--- src/rtl/apb_xbar_pkg.sv ---
// Shared types and constants for the APB 1-to-N peripheral crossbar.
package apb_xbar_pkg;

  typedef enum logic [1:0] {
    ST_IDLE,
    ST_SETUP,
    ST_ACCESS,
    ST_RESP
  } xbar_state_e;

  // Width of the access timeout counter
  localparam int TIMEOUT_CNT_W = 16;

  // Read data returned on a decode miss or a timeout abort
  localparam int DEC_ERR_RDATA = 0;

  // Width of a slave index; a single-slave build still needs one bit
  function automatic int xbar_idx_w(input int nb_slaves);
    return (nb_slaves > 1) ? $clog2(nb_slaves) : 1;
  endfunction

endpackage

--- src/rtl/apb_addr_decoder.sv ---
// Combinational window decoder: finds the lowest-index window holding the address.
module apb_addr_decoder
  import apb_xbar_pkg::*;
#(
  parameter int NB_SLAVES      = 6,
  parameter int APB_ADDR_WIDTH = 32,
  parameter int IDX_W          = xbar_idx_w(NB_SLAVES)
) (
  input  logic [APB_ADDR_WIDTH-1:0]           addr_i,
  input  logic [NB_SLAVES*APB_ADDR_WIDTH-1:0] start_addr_i,
  input  logic [NB_SLAVES*APB_ADDR_WIDTH-1:0] end_addr_i,
  output logic                                hit_o,
  output logic [IDX_W-1:0]                    idx_o
);

  // Scan from the top so the lowest matching index overwrites the others; start > end never matches
  always_comb begin
    hit_o = 1'b0;
    idx_o = '0;
    for (int i = NB_SLAVES - 1; i >= 0; i--) begin
      if ((addr_i >= start_addr_i[i*APB_ADDR_WIDTH +: APB_ADDR_WIDTH]) &&
          (addr_i <= end_addr_i[i*APB_ADDR_WIDTH +: APB_ADDR_WIDTH])) begin
        hit_o = 1'b1;
        idx_o = IDX_W'(i);
      end
    end
  end

endmodule

--- src/rtl/apb_periph_xbar.sv ---
// Registered APB 1-to-N peripheral crossbar with decode-error response.
// Optional access timeout is enabled by defining APB_XBAR_TIMEOUT_EN.
module apb_periph_xbar
  import apb_xbar_pkg::*;
#(
  parameter int NB_SLAVES      = 6,
  parameter int APB_ADDR_WIDTH = 32,
  parameter int APB_DATA_WIDTH = 32,
  parameter int TIMEOUT_CYCLES = 255
) (
  input  logic                                clk_i,
  input  logic                                rst_i,
  input  logic [NB_SLAVES*APB_ADDR_WIDTH-1:0] start_addr_i,
  input  logic [NB_SLAVES*APB_ADDR_WIDTH-1:0] end_addr_i,
  input  logic                                s_psel_i,
  input  logic                                s_penable_i,
  input  logic                                s_pwrite_i,
  input  logic [APB_ADDR_WIDTH-1:0]           s_paddr_i,
  input  logic [APB_DATA_WIDTH-1:0]           s_pwdata_i,
  output logic [APB_DATA_WIDTH-1:0]           s_prdata_o,
  output logic                                s_pready_o,
  output logic                                s_pslverr_o,
  output logic [NB_SLAVES-1:0]                m_psel_o,
  output logic                                m_penable_o,
  output logic                                m_pwrite_o,
  output logic [APB_ADDR_WIDTH-1:0]           m_paddr_o,
  output logic [APB_DATA_WIDTH-1:0]           m_pwdata_o,
  input  logic [NB_SLAVES*APB_DATA_WIDTH-1:0] m_prdata_i,
  input  logic [NB_SLAVES-1:0]                m_pready_i,
  input  logic [NB_SLAVES-1:0]                m_pslverr_i,
  output logic                                dec_err_o,
  output logic                                timeout_o
);

  localparam int IDX_W = xbar_idx_w(NB_SLAVES);

  xbar_state_e               state_q, state_d;
  logic [IDX_W-1:0]          idx_q, idx_d;
  logic [APB_ADDR_WIDTH-1:0] addr_q, addr_d;
  logic [APB_DATA_WIDTH-1:0] wdata_q, wdata_d;
  logic                      write_q, write_d;
  logic [NB_SLAVES-1:0]      psel_q, psel_d;
  logic                      penable_q, penable_d;
  logic                      pready_q, pready_d;
  logic [APB_DATA_WIDTH-1:0] prdata_q, prdata_d;
  logic                      pslverr_q, pslverr_d;
  logic                      dec_err_q, dec_err_d;

  logic                      dec_hit;
  logic [IDX_W-1:0]          dec_idx;
  logic                      sel_pready;
  logic                      sel_pslverr;
  logic [APB_DATA_WIDTH-1:0] sel_prdata;

`ifdef APB_XBAR_TIMEOUT_EN
  logic [TIMEOUT_CNT_W-1:0]  cnt_q, cnt_d;
  logic                      timeout_q, timeout_d;
`else
  logic                      unused_timeout_cfg;
  assign unused_timeout_cfg = (TIMEOUT_CYCLES != 0);
`endif

  apb_addr_decoder #(
    .NB_SLAVES      (NB_SLAVES),
    .APB_ADDR_WIDTH (APB_ADDR_WIDTH),
    .IDX_W          (IDX_W)
  ) u_decoder (
    .addr_i       (s_paddr_i),
    .start_addr_i (start_addr_i),
    .end_addr_i   (end_addr_i),
    .hit_o        (dec_hit),
    .idx_o        (dec_idx)
  );

  // Only the captured slave's response is looked at; the others are don't-care
  always_comb begin
    sel_pready  = m_pready_i[idx_q];
    sel_pslverr = m_pslverr_i[idx_q];
    sel_prdata  = m_prdata_i[int'(idx_q)*APB_DATA_WIDTH +: APB_DATA_WIDTH];
  end

  // Next-state and next-output logic; every output is a flop so downstream timing starts clean
  always_comb begin
    state_d   = state_q;
    idx_d     = idx_q;
    addr_d    = addr_q;
    wdata_d   = wdata_q;
    write_d   = write_q;
    psel_d    = psel_q;
    penable_d = penable_q;
    prdata_d  = prdata_q;
    pslverr_d = pslverr_q;
    pready_d  = 1'b0;
    dec_err_d = 1'b0;
`ifdef APB_XBAR_TIMEOUT_EN
    cnt_d     = cnt_q;
    timeout_d = 1'b0;
`endif
    case (state_q)
      ST_IDLE: begin
        psel_d    = '0;
        penable_d = 1'b0;
        prdata_d  = '0;
        pslverr_d = 1'b0;
        if (s_psel_i && !s_penable_i) begin
          addr_d  = s_paddr_i;
          wdata_d = s_pwdata_i;
          write_d = s_pwrite_i;
          idx_d   = dec_idx;
          if (dec_hit) begin
            state_d         = ST_SETUP;
            psel_d[dec_idx] = 1'b1;
          end else begin
            state_d   = ST_RESP;
            pready_d  = 1'b1;
            pslverr_d = 1'b1;
            prdata_d  = APB_DATA_WIDTH'(DEC_ERR_RDATA);
            dec_err_d = 1'b1;
          end
        end
      end
      ST_SETUP: begin
        state_d   = ST_ACCESS;
        penable_d = 1'b1;
`ifdef APB_XBAR_TIMEOUT_EN
        cnt_d     = '0;
`endif
      end
      ST_ACCESS: begin
        if (sel_pready) begin
          state_d   = ST_RESP;
          psel_d    = '0;
          penable_d = 1'b0;
          pready_d  = 1'b1;
          prdata_d  = sel_prdata;
          pslverr_d = sel_pslverr;
        end
`ifdef APB_XBAR_TIMEOUT_EN
        else if ((cnt_q + 1'b1) == TIMEOUT_CNT_W'(TIMEOUT_CYCLES)) begin
          state_d   = ST_RESP;
          psel_d    = '0;
          penable_d = 1'b0;
          pready_d  = 1'b1;
          prdata_d  = APB_DATA_WIDTH'(DEC_ERR_RDATA);
          pslverr_d = 1'b1;
          timeout_d = 1'b1;
          cnt_d     = cnt_q + 1'b1;
        end else begin
          cnt_d = cnt_q + 1'b1;
        end
`endif
      end
      ST_RESP: begin
        state_d   = ST_IDLE;
        prdata_d  = '0;
        pslverr_d = 1'b0;
      end
      default: begin
        state_d = ST_IDLE;
      end
    endcase
  end

  // State and output registers with synchronous reset
  always_ff @(posedge clk_i) begin
    if (rst_i) begin
      state_q   <= ST_IDLE;
      idx_q     <= '0;
      addr_q    <= '0;
      wdata_q   <= '0;
      write_q   <= 1'b0;
      psel_q    <= '0;
      penable_q <= 1'b0;
      pready_q  <= 1'b0;
      prdata_q  <= '0;
      pslverr_q <= 1'b0;
      dec_err_q <= 1'b0;
`ifdef APB_XBAR_TIMEOUT_EN
      cnt_q     <= '0;
      timeout_q <= 1'b0;
`endif
    end else begin
      state_q   <= state_d;
      idx_q     <= idx_d;
      addr_q    <= addr_d;
      wdata_q   <= wdata_d;
      write_q   <= write_d;
      psel_q    <= psel_d;
      penable_q <= penable_d;
      pready_q  <= pready_d;
      prdata_q  <= prdata_d;
      pslverr_q <= pslverr_d;
      dec_err_q <= dec_err_d;
`ifdef APB_XBAR_TIMEOUT_EN
      cnt_q     <= cnt_d;
      timeout_q <= timeout_d;
`endif
    end
  end

  assign s_prdata_o  = prdata_q;
  assign s_pready_o  = pready_q;
  assign s_pslverr_o = pslverr_q;
  assign m_psel_o    = psel_q;
  assign m_penable_o = penable_q;
  assign m_pwrite_o  = write_q;
  assign m_paddr_o   = addr_q;
  assign m_pwdata_o  = wdata_q;
  assign dec_err_o   = dec_err_q;
`ifdef APB_XBAR_TIMEOUT_EN
  assign timeout_o   = timeout_q;
`else
  assign timeout_o   = 1'b0;
`endif

endmodule

--- config.mk ---
export PLATFORM = sky130hd
export DESIGN_NAME = apb_periph_xbar
export DESIGN_NICKNAME = d
export VERILOG_FILES = /design/src/rtl/apb_xbar_pkg.sv /design/src/rtl/apb_addr_decoder.sv /design/src/rtl/apb_periph_xbar.sv
export SDC_FILE = /design/constraint.sdc
export NUM_CORES = 1
export LEC_CHECK = 0
export ABC_AREA = 1
export CAP_MARGIN = 0
export CORE_AREA = 2 2 302 304
export DETAILED_ROUTE_END_ITERATION = 8
export DIE_AREA = 0 0 304 306
export GPL_ROUTABILITY_DRIVEN = 0
export SLEW_MARGIN = 20
export SYNTH_ARGS = -nofsm -noshare
export SYNTH_HDL_FRONTEND = slang
export SYNTH_SLANG_ARGS = --single-unit
--- constraint.sdc ---
create_clock -name clk_i -period 4.05 [get_ports clk_i]
set_input_delay 1.215 -clock clk_i [delete_from_list [all_inputs] [get_ports clk_i]]
set_output_delay 1.215 -clock clk_i [all_outputs]
set_load 0.02 [all_outputs]
Run 1, layout detail:
Bar = 10 um. Window x 64 to 89, y 64 to 89 um. Cells in grey, sequential cells in the stronger grey; small squares are vias.
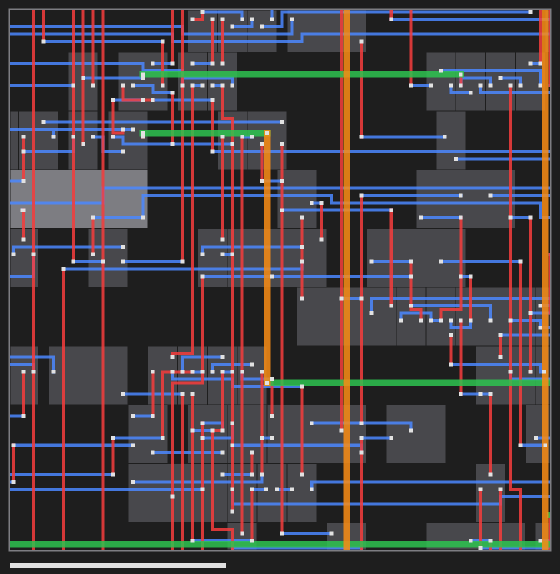
Key: red = M2; orange = M4; green = M3; blue = M1
Sequential cells in the window: 1. Most frequent: nand2_1 (18), ha_1 (6). Netlist names of flops here include `m_paddr_o` (1). 48 logic cells have their middle in the window.

Run 1, register map, names as in the netlist:
Bar = 100 um. Other sequential cells in the stronger grey, the rest of the logic in the fainter grey.
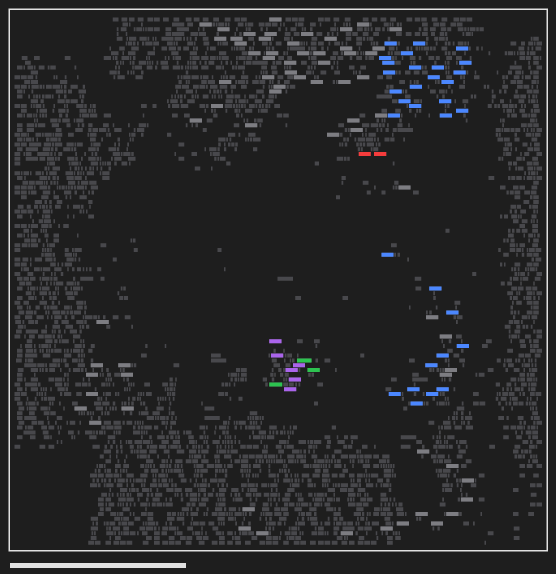
Key: green = `idx_q` [flops 3]; red = `state_q` [flops 2]; purple = `m_psel_o` [flops 6]; blue = `s_prdata_o` [flops 32, where a vertical strip on the right]
Another 69 sequential cells are not coloured.

Run 1, routing congestion map:
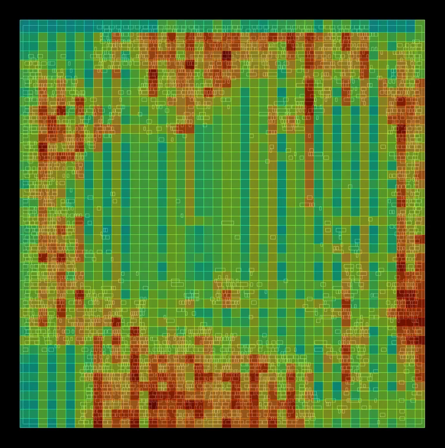
Total GRT Usage: 18.0%
M1 GR Usage: 19.6%
GR peak layer: met2

## run 1: per-stage QoR
step                      cell area, sq um  hold slack [ps]
after global placement               25700              451
after detailed placement             25700              456
final                                26100              469
after CTS                            26000              470
after global routing                 26100              490
after floorplan                      15900              494
## run 1: critical path: cells and delay by family
| family | cells | cell delay, ps |
|---|---|---|
| compound gates | 2 | 410 |
| fa+ha+maj | 1 | 310 |
| buf+inv | 4 | 870 |
| simple gates | 11 | 1310 |
## run 1: flip-flops by register name, summed over array words and instances (netlist names)
name         flops
state_q          2
dec_err_o        1
idx_q            3
s_prdata_o      32
m_pwrite_o       1
m_pwdata_o      32
m_penable_o      1
m_psel_o         6
s_pslverr_o      1
s_pready_o       1
m_paddr_o       32
==> results.ini, run 1 <==
[flow_run]
warnings = 31

[outcome]
run_status = finished clean

[die]
ios = 765
placementRows = 110
die_x_um = 304
fp_util_pct = 17.7
coreArea_sq_um = 89600
taps = 1176
die_h_um = 306

[final_layout]
final_nets = 4343
flops = 112
final.fill_count = 9796
utilization_pct = 29.1
sh_seq_area_pct = 8.62
comb_area_share_pct = 44.4
buf_share_pct = 33.1
drive_gt1_share_pct = 5.30
clkbuf_count = 9

[place]
place_inst = 4461
port_buffers = 763
dp_hpwl_um = 74800

[worst_setup_path]
r2r-end = s_prdata_o[13]
r2r_setup_slack_ps = 1490
cpMaxStageDelayCell = nor3_1
cp_data_arrival_time_ps = 4130
cp-endpoint = m_psel_o[5]
critPathKind = input port to register
r2r_cells = 10
startpoint_type = input port
critical_path.startpoint = s_paddr_i[23]
max_stage_delay_ps = 430
cp-end-kind = register

[logic_synthesis]
ys_types = 40
yosys-top-cells-count = inv_1, nand2_1, ha_1
synth-edff-count = 0
synthTopLogicFamily = adder cells
ys_cells = 2487
postSynthSeqShare_pct = 14.1
synth.largest_area_cell = ha_1
mux_area_share_pct = 0

[route]
vias = 18900
drtIter0Drc = 1015
highest_layer = met5
routed_wl_um = 85700
drcViolationCount = 0

[timing]
worst_pin_slew_ps = 924
timing.fmax_mhz = 263
rsz0062_at_grt = false
slew_headroom_pct = 38.4

[cts]
clock_sinks = 112
clock_path_buffers = 2
cts_made_buffers = 9
cts.reportedPaths.clkPinSlew_ps = 90
cts_tree = built
ctsHtreeMaxLevel = 3
root_buffer = clkbuf_16

[worst_hold_path]
hold_class = register to register
hold_start = s_prdata_o[30]

[global_routing]
grt_pass1_wl_um = 124000
grt_util_met2_pct = 32.9
grtUsageMet3_pct = 4.82
grt_max_degree = 74
overflow = 0

[pwr]
p_comb_share_pct = 62.5
p_comb_mw = 4.16
powerDensity_nw_per_um2 = 255
powerClk_mw = 1.02
p_clk_share_pct = 15.4

--- run 2 (diff from run 1) ---
==> constraint.sdc (replaced) <==
create_clock -name clk_i -period 4.7 [get_ports clk_i]
set_input_delay 1.41 -clock clk_i [delete_from_list [all_inputs] [get_ports clk_i]]
set_output_delay 1.41 -clock clk_i [all_outputs]
set_load 0.02 [all_outputs]
Run 2, nets reached from selected ports:
Bar = 100 um.
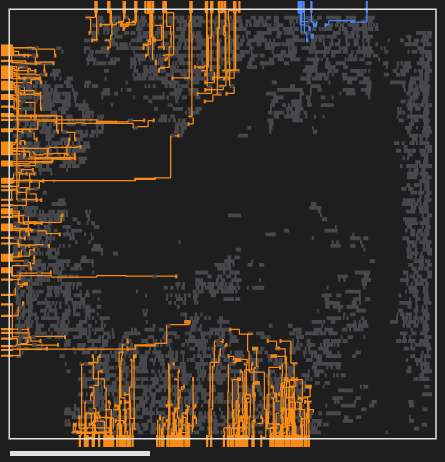
Key: orange = `start_addr_i` [bits 192, direction input, end cells 192, buffers 192, wire 7210 um]; blue = `m_pready_i` [bits 6, direction input, end cells 6, buffers 6, wire 131 um]
# IOs: 765
Port Buffers: 763

==> run 2 against run 1 <==
  * Clock skew is 1.0 ps higher
  * Critical path depth is 2 lower
  * Sequential power is 14% lower
  * Die area stayed put
  * Register-to-register slack better by 160 ps
  * First-iteration DRC count is 0.49% lower
  * Global-route usage is 0.079 points higher
  * Sequential share of layout area is 0.14 points higher
  * Routed wire length is 0.94% higher
  * Non-clock buffer count is 32 lower
==> results.ini, run 2 <==
[final_layout]
final_nets = 4311
utilization_pct = 28.6
lay_top_cells = clkdlybuf4s50_1, inv_1, nand2_1, ha_1, nor2_1
fin_area_sq_um = 25600
final.fill_count = 9778

[worst_setup_path]
startpoint_type = input port
r2r_cells = 10
r2r_setup_slack_ps = 1650
cp-end-kind = register
critical_path.startpoint = s_paddr_i[6]
critPathKind = input port to register
cpMaxStageDelayCell = clkdlybuf4s50_1
crit_cells = 16
required_ps = 5040
cp-endpoint = m_psel_o[3]
r2r-end = s_prdata_o[17]
cp_data_arrival_time_ps = 4620

[worst_hold_path]
worstHoldPathCells = 2
hold_start = s_prdata_o[5]
hold_class = register to register

[die]
fp_util_pct = 17.7
placementRows = 110
die_h_um = 306
die_x_um = 304

[global_routing]
grt_pass1_wl_um = 124000
grt_max_degree = 74
grtUsageTotal_pct = 18.1

[cts]
root_buffer = clkbuf_16
cts_made_buffers = 9
ctsHtreeMaxLevel = 3
cts.reportedPaths.clkPinSlew_ps = 90
clock_sinks = 112
clock_path_buffers = 2
cts_tree = built

[place]
place_inst = 4429
dp_hpwl_um = 75100
dpl_cell_area_sq_um = 25300

[logic_synthesis]
ys_cells = 2487
synth_nets = 3534
ys_types = 40
mux_area_share_pct = 0
netlist_area_sq_um = 15900
synth.largest_area_cell = ha_1
synth-edff-count = 0
synthTopLogicFamily = adder cells
yosys-top-cells-count = inv_1, nand2_1, ha_1

[pwr]
powerDensity_nw_per_um2 = 219
p_comb_share_pct = 62.4
powerClk_mw = 0.848
switching_share_pct = 46.5
p_comb_mw = 3.51
p_clk_share_pct = 15.1

[timing]
worst_pin_slew_ps = 893
hold_ws_ps = 468
rsz0062_at_grt = false
timing.fmax_mhz = 234
slew_headroom_pct = 40.4

[flow_run]
warnings = 31
drv_cap = 0

[route]
drcViolationCount = 0
vias = 18900
drtIter0Drc = 1010
routed_wl_um = 86500

[outcome]
run_status = finished clean

==> run 2: cell counts after synthesis <==
Identical to the previous run, type by type.
==> run 2: cell type report <==
cell class / instances / area [sq um] / share of cell area [%]
Antenna cell: 11 / 27.5 / 0.107
Clock buffer: 9 / 225 / 0.878
Clock inverter: 7 / 73.8 / 0.288
Inverter: 476 / 1790 / 6.97
Multi-Input combinational cell: 1828 / 11600 / 45.1
Sequential cell: 112 / 2250 / 8.76
Tap cell: 1176 / 1470 / 5.74
Timing Repair Buffer: 837 / 8240 / 32.1
==> run 2: per-layer routing <==
| layer | global-route usage [%] | vias up |
|---|---|---|
| li1 | - | 9655 |
| met2 | 33.3 | 618 |
| met3 | 4.23 | 111 |
| met5 | 0 | - |
| met1 | 20.4 | 8487 |
| met4 | 5.52 | 20 |
Power figures rest on the tool's default switching activity, not on a simulated workload.
